**config.mk**
```make
export PLATFORM = sky130hd
export DESIGN_NAME = mem_port_arbiter
export DESIGN_NICKNAME = d
export VERILOG_FILES = /design/src/rtl/mem_port_arbiter.sv
export SDC_FILE = /design/constraint.sdc
export NUM_CORES = 1
export LEC_CHECK = 0
export ABC_AREA = 1
export CORE_ASPECT_RATIO = 0.7
export CORE_UTILIZATION = 44
export CTS_CLUSTER_DIAMETER = 200
export DETAILED_ROUTE_END_ITERATION = 10
export PLACE_DENSITY = 0.84
export SYNTH_ARGS = -nofsm -noshare
export SYNTH_HDL_FRONTEND = slang
export SYNTH_SLANG_ARGS = --single-unit
```
**constraint.sdc**
```tcl
create_clock -name clk -period 2.45 [get_ports clk]
set_clock_uncertainty 0.15 [all_clocks]
set_input_delay 0.245 -clock clk [delete_from_list [all_inputs] [get_ports clk]]
set_output_delay 0.245 -clock clk [all_outputs]
set_load 0.02 [all_outputs]
```
**src/rtl/mem_port_arbiter.sv**
```systemverilog
// Shares one memory port between fetch (I) and load/store (D) requesters, with a bus timeout.
// Define MEM_ARB_ROUND_ROBIN_EN to break I/D ties by last owner instead of fixed D priority.
module mem_port_arbiter #(
    parameter int unsigned ADDR_WIDTH     = 32,
    parameter int unsigned DATA_WIDTH     = 32,
    parameter int unsigned TIMEOUT_CYCLES = 15
) (
    input  logic                    clk,
    input  logic                    rst_n,

    input  logic                    iReq,
    input  logic [ADDR_WIDTH-1:0]   iAddr,
    output logic                    iGnt,
    output logic                    iValid,
    output logic [DATA_WIDTH-1:0]   iRData,
    output logic                    iErr,

    input  logic                    dReq,
    input  logic                    dWe,
    input  logic [ADDR_WIDTH-1:0]   dAddr,
    input  logic [DATA_WIDTH-1:0]   dWData,
    input  logic [DATA_WIDTH/8-1:0] dStrb,
    output logic                    dGnt,
    output logic                    dValid,
    output logic [DATA_WIDTH-1:0]   dRData,
    output logic                    dErr,

    output logic                    memReq,
    output logic                    memWe,
    output logic [ADDR_WIDTH-1:0]   memAddr,
    output logic [DATA_WIDTH-1:0]   memWData,
    output logic [DATA_WIDTH/8-1:0] memStrb,
    input  logic                    memAck,
    input  logic [DATA_WIDTH-1:0]   memRData
);

    localparam int unsigned StrbWidth    = DATA_WIDTH / 8;
    localparam logic [7:0]  TimeoutLimit = 8'(TIMEOUT_CYCLES);

    typedef enum logic [1:0] {
        StIdle,
        StBusy,
        StResp
    } state_e;

    state_e                 state_q, state_d;
    logic                   owner_is_d_q, owner_is_d_d;
    logic                   last_is_d_q, last_is_d_d;
    logic [7:0]             cnt_q, cnt_d;

    logic                   mem_req_q, mem_req_d;
    logic                   mem_we_q, mem_we_d;
    logic [ADDR_WIDTH-1:0]  mem_addr_q, mem_addr_d;
    logic [DATA_WIDTH-1:0]  mem_wdata_q, mem_wdata_d;
    logic [StrbWidth-1:0]   mem_strb_q, mem_strb_d;

    logic                   i_gnt_q, i_gnt_d;
    logic                   d_gnt_q, d_gnt_d;
    logic                   i_valid_q, i_valid_d;
    logic                   d_valid_q, d_valid_d;
    logic [DATA_WIDTH-1:0]  i_rdata_q, i_rdata_d;
    logic [DATA_WIDTH-1:0]  d_rdata_q, d_rdata_d;
    logic                   i_err_q, i_err_d;
    logic                   d_err_q, d_err_d;

    logic                   req_any;
    logic                   sel_d;
    logic                   timeout_hit;
    logic                   resp_err;
    logic [DATA_WIDTH-1:0]  resp_rdata;

    assign req_any = iReq | dReq;

`ifdef MEM_ARB_ROUND_ROBIN_EN
    // On a tie the port that was not served last wins.
    assign sel_d = dReq & (~iReq | ~last_is_d_q);
`else
    logic unused_last_owner;
    assign sel_d             = dReq;
    assign unused_last_owner = last_is_d_q;
`endif

    // cnt_q counts completed BUSY cycles, so the limit is reached in the last allowed cycle.
    assign timeout_hit = (cnt_q + 8'd1) == TimeoutLimit;
    assign resp_err    = ~memAck;
    assign resp_rdata  = (memAck && !mem_we_q) ? memRData : '0;

    // State register.
    always_ff @(posedge clk or negedge rst_n) begin
        if (!rst_n) begin
            state_q <= StIdle;
        end else begin
            state_q <= state_d;
        end
    end

    // Next-state logic.
    always_comb begin
        state_d = state_q;
        unique case (state_q)
            StIdle: begin
                if (req_any) begin
                    state_d = StBusy;
                end
            end
            StBusy: begin
                if (memAck || timeout_hit) begin
                    state_d = StResp;
                end
            end
            StResp: begin
                state_d = StIdle;
            end
            default: begin
                state_d = StIdle;
            end
        endcase
    end

    // Output and datapath next values; every port output comes straight from a flop.
    always_comb begin
        owner_is_d_d = owner_is_d_q;
        last_is_d_d  = last_is_d_q;
        cnt_d        = cnt_q;
        mem_req_d    = 1'b0;
        mem_we_d     = mem_we_q;
        mem_addr_d   = mem_addr_q;
        mem_wdata_d  = mem_wdata_q;
        mem_strb_d   = mem_strb_q;
        i_gnt_d      = 1'b0;
        d_gnt_d      = 1'b0;
        i_valid_d    = 1'b0;
        d_valid_d    = 1'b0;
        i_rdata_d    = i_rdata_q;
        d_rdata_d    = d_rdata_q;
        i_err_d      = i_err_q;
        d_err_d      = d_err_q;

        unique case (state_q)
            StIdle: begin
                cnt_d = '0;
                if (req_any) begin
                    owner_is_d_d = sel_d;
                    mem_req_d    = 1'b1;
                    d_gnt_d      = sel_d;
                    i_gnt_d      = ~sel_d;
                    if (sel_d) begin
                        mem_we_d    = dWe;
                        mem_addr_d  = dAddr;
                        mem_wdata_d = dWData;
                        mem_strb_d  = dWe ? dStrb : '1;
                    end else begin
                        mem_we_d    = 1'b0;
                        mem_addr_d  = iAddr;
                        mem_wdata_d = '0;
                        mem_strb_d  = '1;
                    end
                end
            end
            StBusy: begin
                cnt_d = cnt_q + 8'd1;
                if (memAck || timeout_hit) begin
                    mem_we_d    = 1'b0;
                    mem_addr_d  = '0;
                    mem_wdata_d = '0;
                    mem_strb_d  = '0;
                    if (owner_is_d_q) begin
                        d_valid_d = 1'b1;
                        d_rdata_d = resp_rdata;
                        d_err_d   = resp_err;
                    end else begin
                        i_valid_d = 1'b1;
                        i_rdata_d = resp_rdata;
                        i_err_d   = resp_err;
                    end
                end else begin
                    mem_req_d = 1'b1;
                    d_gnt_d   = owner_is_d_q;
                    i_gnt_d   = ~owner_is_d_q;
                end
            end
            StResp: begin
                cnt_d       = '0;
                last_is_d_d = owner_is_d_q;
            end
            default: begin
                cnt_d = '0;
            end
        endcase
    end

    always_ff @(posedge clk or negedge rst_n) begin
        if (!rst_n) begin
            owner_is_d_q <= 1'b0;
            last_is_d_q  <= 1'b1;
            cnt_q        <= '0;
            mem_req_q    <= 1'b0;
            mem_we_q     <= 1'b0;
            mem_addr_q   <= '0;
            mem_wdata_q  <= '0;
            mem_strb_q   <= '0;
            i_gnt_q      <= 1'b0;
            d_gnt_q      <= 1'b0;
            i_valid_q    <= 1'b0;
            d_valid_q    <= 1'b0;
            i_rdata_q    <= '0;
            d_rdata_q    <= '0;
            i_err_q      <= 1'b0;
            d_err_q      <= 1'b0;
        end else begin
            owner_is_d_q <= owner_is_d_d;
            last_is_d_q  <= last_is_d_d;
            cnt_q        <= cnt_d;
            mem_req_q    <= mem_req_d;
            mem_we_q     <= mem_we_d;
            mem_addr_q   <= mem_addr_d;
            mem_wdata_q  <= mem_wdata_d;
            mem_strb_q   <= mem_strb_d;
            i_gnt_q      <= i_gnt_d;
            d_gnt_q      <= d_gnt_d;
            i_valid_q    <= i_valid_d;
            d_valid_q    <= d_valid_d;
            i_rdata_q    <= i_rdata_d;
            d_rdata_q    <= d_rdata_d;
            i_err_q      <= i_err_d;
            d_err_q      <= d_err_d;
        end
    end

    assign memReq   = mem_req_q;
    assign memWe    = mem_we_q;
    assign memAddr  = mem_addr_q;
    assign memWData = mem_wdata_q;
    assign memStrb  = mem_strb_q;
    assign iGnt     = i_gnt_q;
    assign dGnt     = d_gnt_q;
    assign iValid   = i_valid_q;
    assign dValid   = d_valid_q;
    assign iRData   = i_rdata_q;
    assign dRData   = d_rdata_q;
    assign iErr     = i_err_q;
    assign dErr     = d_err_q;

    a_gnt_onehot: assert property (@(posedge clk) disable iff (!rst_n) !(iGnt && dGnt));
    a_valid_onehot: assert property (@(posedge clk) disable iff (!rst_n) !(iValid && dValid));
    a_valid_no_req: assert property (@(posedge clk) disable iff (!rst_n)
                                     (iValid || dValid) |-> !memReq);

endmodule

```
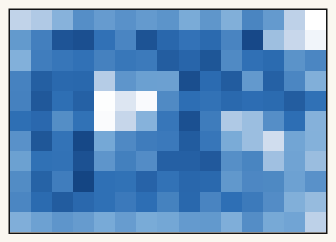
**Above:** run 1 (local utilization).
The die is cut into 15 by 11 equal tiles; white is low, dark blue is high, 0 to 100% covered.
mean over tiles	62%
fullest tile	92%
nearly empty tiles	1.2%
tiles over 75% full	26%

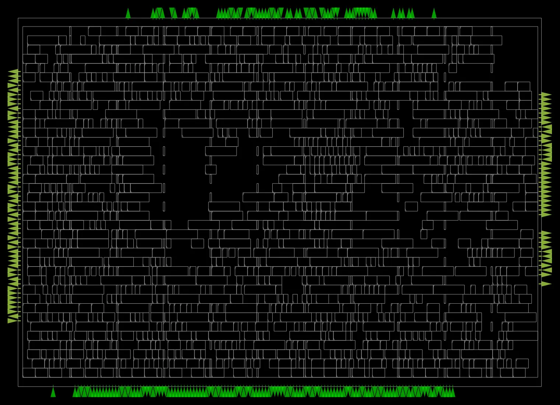
**Above:** run 1 (placement view).
share of the core filled with cells: 0.6793
placeable core area: 0.01569 mm2

==> run notes, run 1 <==
Purpose: to document the outcome of synthesis and place and route.

Final timing
Per the final report, max-transition violations number 0. The maximum frequency from static timing analysis is 0.4464 GHz. The max-slew check reports its worst relative slack as 0.5562. The number of failing setup endpoints in the final timing report is 0. Setup repair after global routing could not meet its margin everywhere. The hold violation count in the final report is 0.

Floorplanning
The initialized floorplan defines 38 standard-cell rows. The pre-placement core utilization is 0.4550. The I/O pin count is 278.

Final layout
The area overhead of the layout relative to synthesis is 49.30%. The finished design was reported to have a net count of 1316.

Global routing
Per the GRT congestion report, total overflow comes to 0. The met1 usage is 0.3568. In the global route stage, overall resource usage came out at 0.2663. The number of antenna violations at the first check in global routing is 0. The largest net degree at the start of global routing is 76.

Synth
Ranked by total cell area, the synthesized netlist is headed by sky130_fd_sc_hd__dfrtp_1 53%, sky130_fd_sc_hd__nand2_1 20%, sky130_fd_sc_hd__nand4_1 6.0%. Per the post-synthesis stats, the area per cell is 7.668 um2. The top flip-flop cell by instance count after synthesis is sky130_fd_sc_hd__dfrtp_1. The share of the synthesized area in the top cell type is 0.5293.

Place
Per the detailed placement report, the placed cell area equals 0.01010 mm2. The number of placed instances, taps included, is 1356. The worst setup slack after placement is 0.2345 ns.

Power
The share of total power in combinational logic is 0.495. For this design the static power due to leakage is 5.292 nW. The power of the sequential group is 4.09 mW. The script computed the net switching share of total power as 0.4234.

Worst setup path
The peak per-stage delay on the critical path is 0.42 ns. STA puts the critical path data required time at 2.65 ns. The critical path ends at memWData[21].

Routing
For this block, the initial DRC count from the detailed router was 467. The overall via count from detail_route is 7203.

Clock tree
The master cell of the clock root buffer is sky130_fd_sc_hd__clkbuf_16. The H-tree depth is 4.

Min path
The startpoint of the lowest-slack hold path is dReq.

Outcome
The run finished with clean final reports.
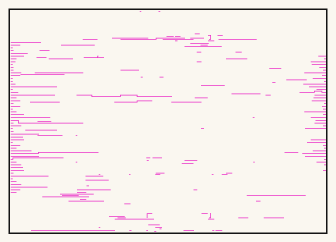
**Above:** run 1 (M3 wires).
share of all routed wire	6.1%
main direction	horizontal
longest straight run	40.7 um
wire length on this layer	1320 um
nets with wire on the layer	141

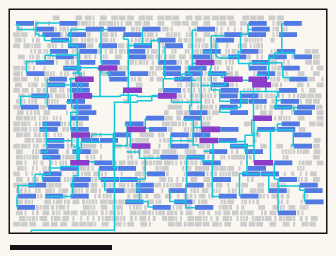
**Above:** run 1 (clock wires, drivers and flops).
Scale bar: 50 um.
[blue] flip-flops | count: 151
[cyan] clock wires | length: 1870 um
[purple] cells driving clock nets | count: 17
routed clock nets	18

## run 1: logic make-up (layout without fill, tap and decap cells)
| family | after synthesis | after routing | share of synthesized area |
|---|---|---|---|
| AND-OR/OR-AND | 46 | 46 | 0.03225 |
| AND/OR/NAND/NOR | 611 | 611 | 0.3647 |
| buffers and inverters | 121 | 379 | 0.07028 |
| flip-flops | 151 | 151 | 0.5293 |
| adder cells (fa/ha/maj) | 2 | 2 | 0.003505 |
## run 1: layout make-up
class | instances | area [um2] | area share
Sequential cell | 151 | 3779 | 0.3545
Clock buffer | 18 | 439.2 | 0.04120
Inverter | 52 | 195.2 | 0.01831
Timing Repair Buffer | 295 | 3007 | 0.2821
Clock inverter | 14 | 113.9 | 0.01068
Multi-Input combinational cell | 659 | 2875 | 0.2697
Tap cell | 200 | 250.2 | 0.02348
==> inputs of run 2 (changes only) <==
--- a/config.mk
+++ b/config.mk
@@ -8,7 +8,6 @@
 export ABC_AREA = 1
 export CORE_ASPECT_RATIO = 0.7
 export CORE_UTILIZATION = 44
-export CTS_CLUSTER_DIAMETER = 200
 export DETAILED_ROUTE_END_ITERATION = 10
 export PLACE_DENSITY = 0.84
 export SYNTH_ARGS = -nofsm -noshare
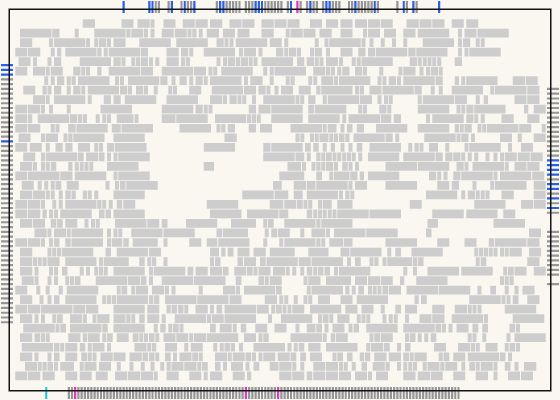
**Above:** run 2 (I/O pins on the die edge).
Pins as bars across the die edge, other pins in grey.
colour	port	pins	direction	edge
blue	dRData	32	output	20 top, 8 right, 4 left
cyan	clk	1	input	bottom
magenta	memStrb	4	output	3 bottom, 1 top

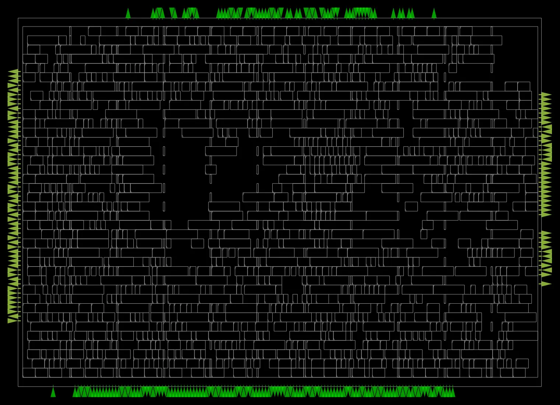
**Above:** run 2 (placement view).
number of sequential cells: 151
Taps Inserted: 200

==> run 2 against run 1 <==
  * Synthesized area unchanged
  * Fmax unchanged
  * Setup slack unchanged
  * Synthesized cell count unchanged
  * Global-route usage unchanged
  * First-iteration DRC count unchanged
  * Sequential share of layout area unchanged
  * Final area unchanged
==> run notes, run 2 <==
Purpose: to document the outcome of synthesis and place and route.

Synth
The top flip-flop cell by instance count after synthesis is sky130_fd_sc_hd__dfrtp_1. The number of register bits inferred by synthesis is 151. By area the synthesized netlist is led by sky130_fd_sc_hd__dfrtp_1 53%, sky130_fd_sc_hd__nand2_1 20%, sky130_fd_sc_hd__nand4_1 6.0%. The share of the synthesized area in the top cell type is 0.5293.

Final timing
The hold violation count in the final report is 0. The number of failing setup endpoints in the final timing report is 0. The number of pins with negative max-slew slack in the final report is 0. Setup repair after global routing could not meet its margin everywhere.

Flow run
The logs give a warning total of 28.

Place
Including well taps, the total number of placed cells is 1356. The post-detailed-placement cell area is 0.01010 mm2. The worst setup slack after placement is 0.2345 ns.

Worst setup path
Per STA, the endpoint of the critical path is memWData[21]. The OpenROAD report gives the critical path a required time of 2.65 ns.

Min path
The launch point of the worst min-delay path is recorded as dReq.

Global routing
The global routing usage summed across all routing layers is 0.2663. The number of antenna violations at the first check in global routing is 0. The largest net degree at the start of global routing is 76. For this run the aggregate overflow at the end of global routing stands at 0. The met1 usage is 0.3568.

Clock tree
The master cell of the clock root buffer is sky130_fd_sc_hd__clkbuf_16. Looking at the clock tree report, the H-tree level count equals 4.

Final layout
The final cell utilization of the core is 0.6793. The highest-count logic cell in the final layout is sky130_fd_sc_hd__nand2_1. The flow measured a signed area growth from synthesis to layout of 49.30%.

Power
The leakage power of the design is 5.292 nW. Switching power as a fraction of the total was reported as 0.4234.

Floorplanning
The floorplan core area is 0.01569 mm2. The pre-placement core utilization is 0.4550. For reference, the placement row count at floorplan is 38.

Outcome
The flow ran to the end, and the final reports show no timing, DRC or antenna violations.
## run 2: cells by family after synthesis
| logic type | after synthesis | synth area share |
|---|---|---|
| and+or+nand+nor | 611 | 0.3647 |
| DFF | 151 | 0.5293 |
| buffers and inverters | 121 | 0.07028 |
| AOI/OAI and AO/OA | 46 | 0.03225 |
| adders and majority gates | 2 | 0.003505 |
## run 2: layout make-up
class	instances	area [um2]	share of cell area
inverters	52	195.2	0.01831
clock buffers	18	439.2	0.04120
well taps	200	250.2	0.02348
multi-input cells	659	2875	0.2697
flip-flops and latches	151	3779	0.3545
clock inverters	14	113.9	0.01068
repair buffers	295	3007	0.2821
## run 2: timing repair
action / CTS / global route
hold buffers: 1 / 0
hold endpoints to repair: 41 / 0
setup endpoints to repair: 0 / 8
Power is estimated from default activity; no workload was simulated.
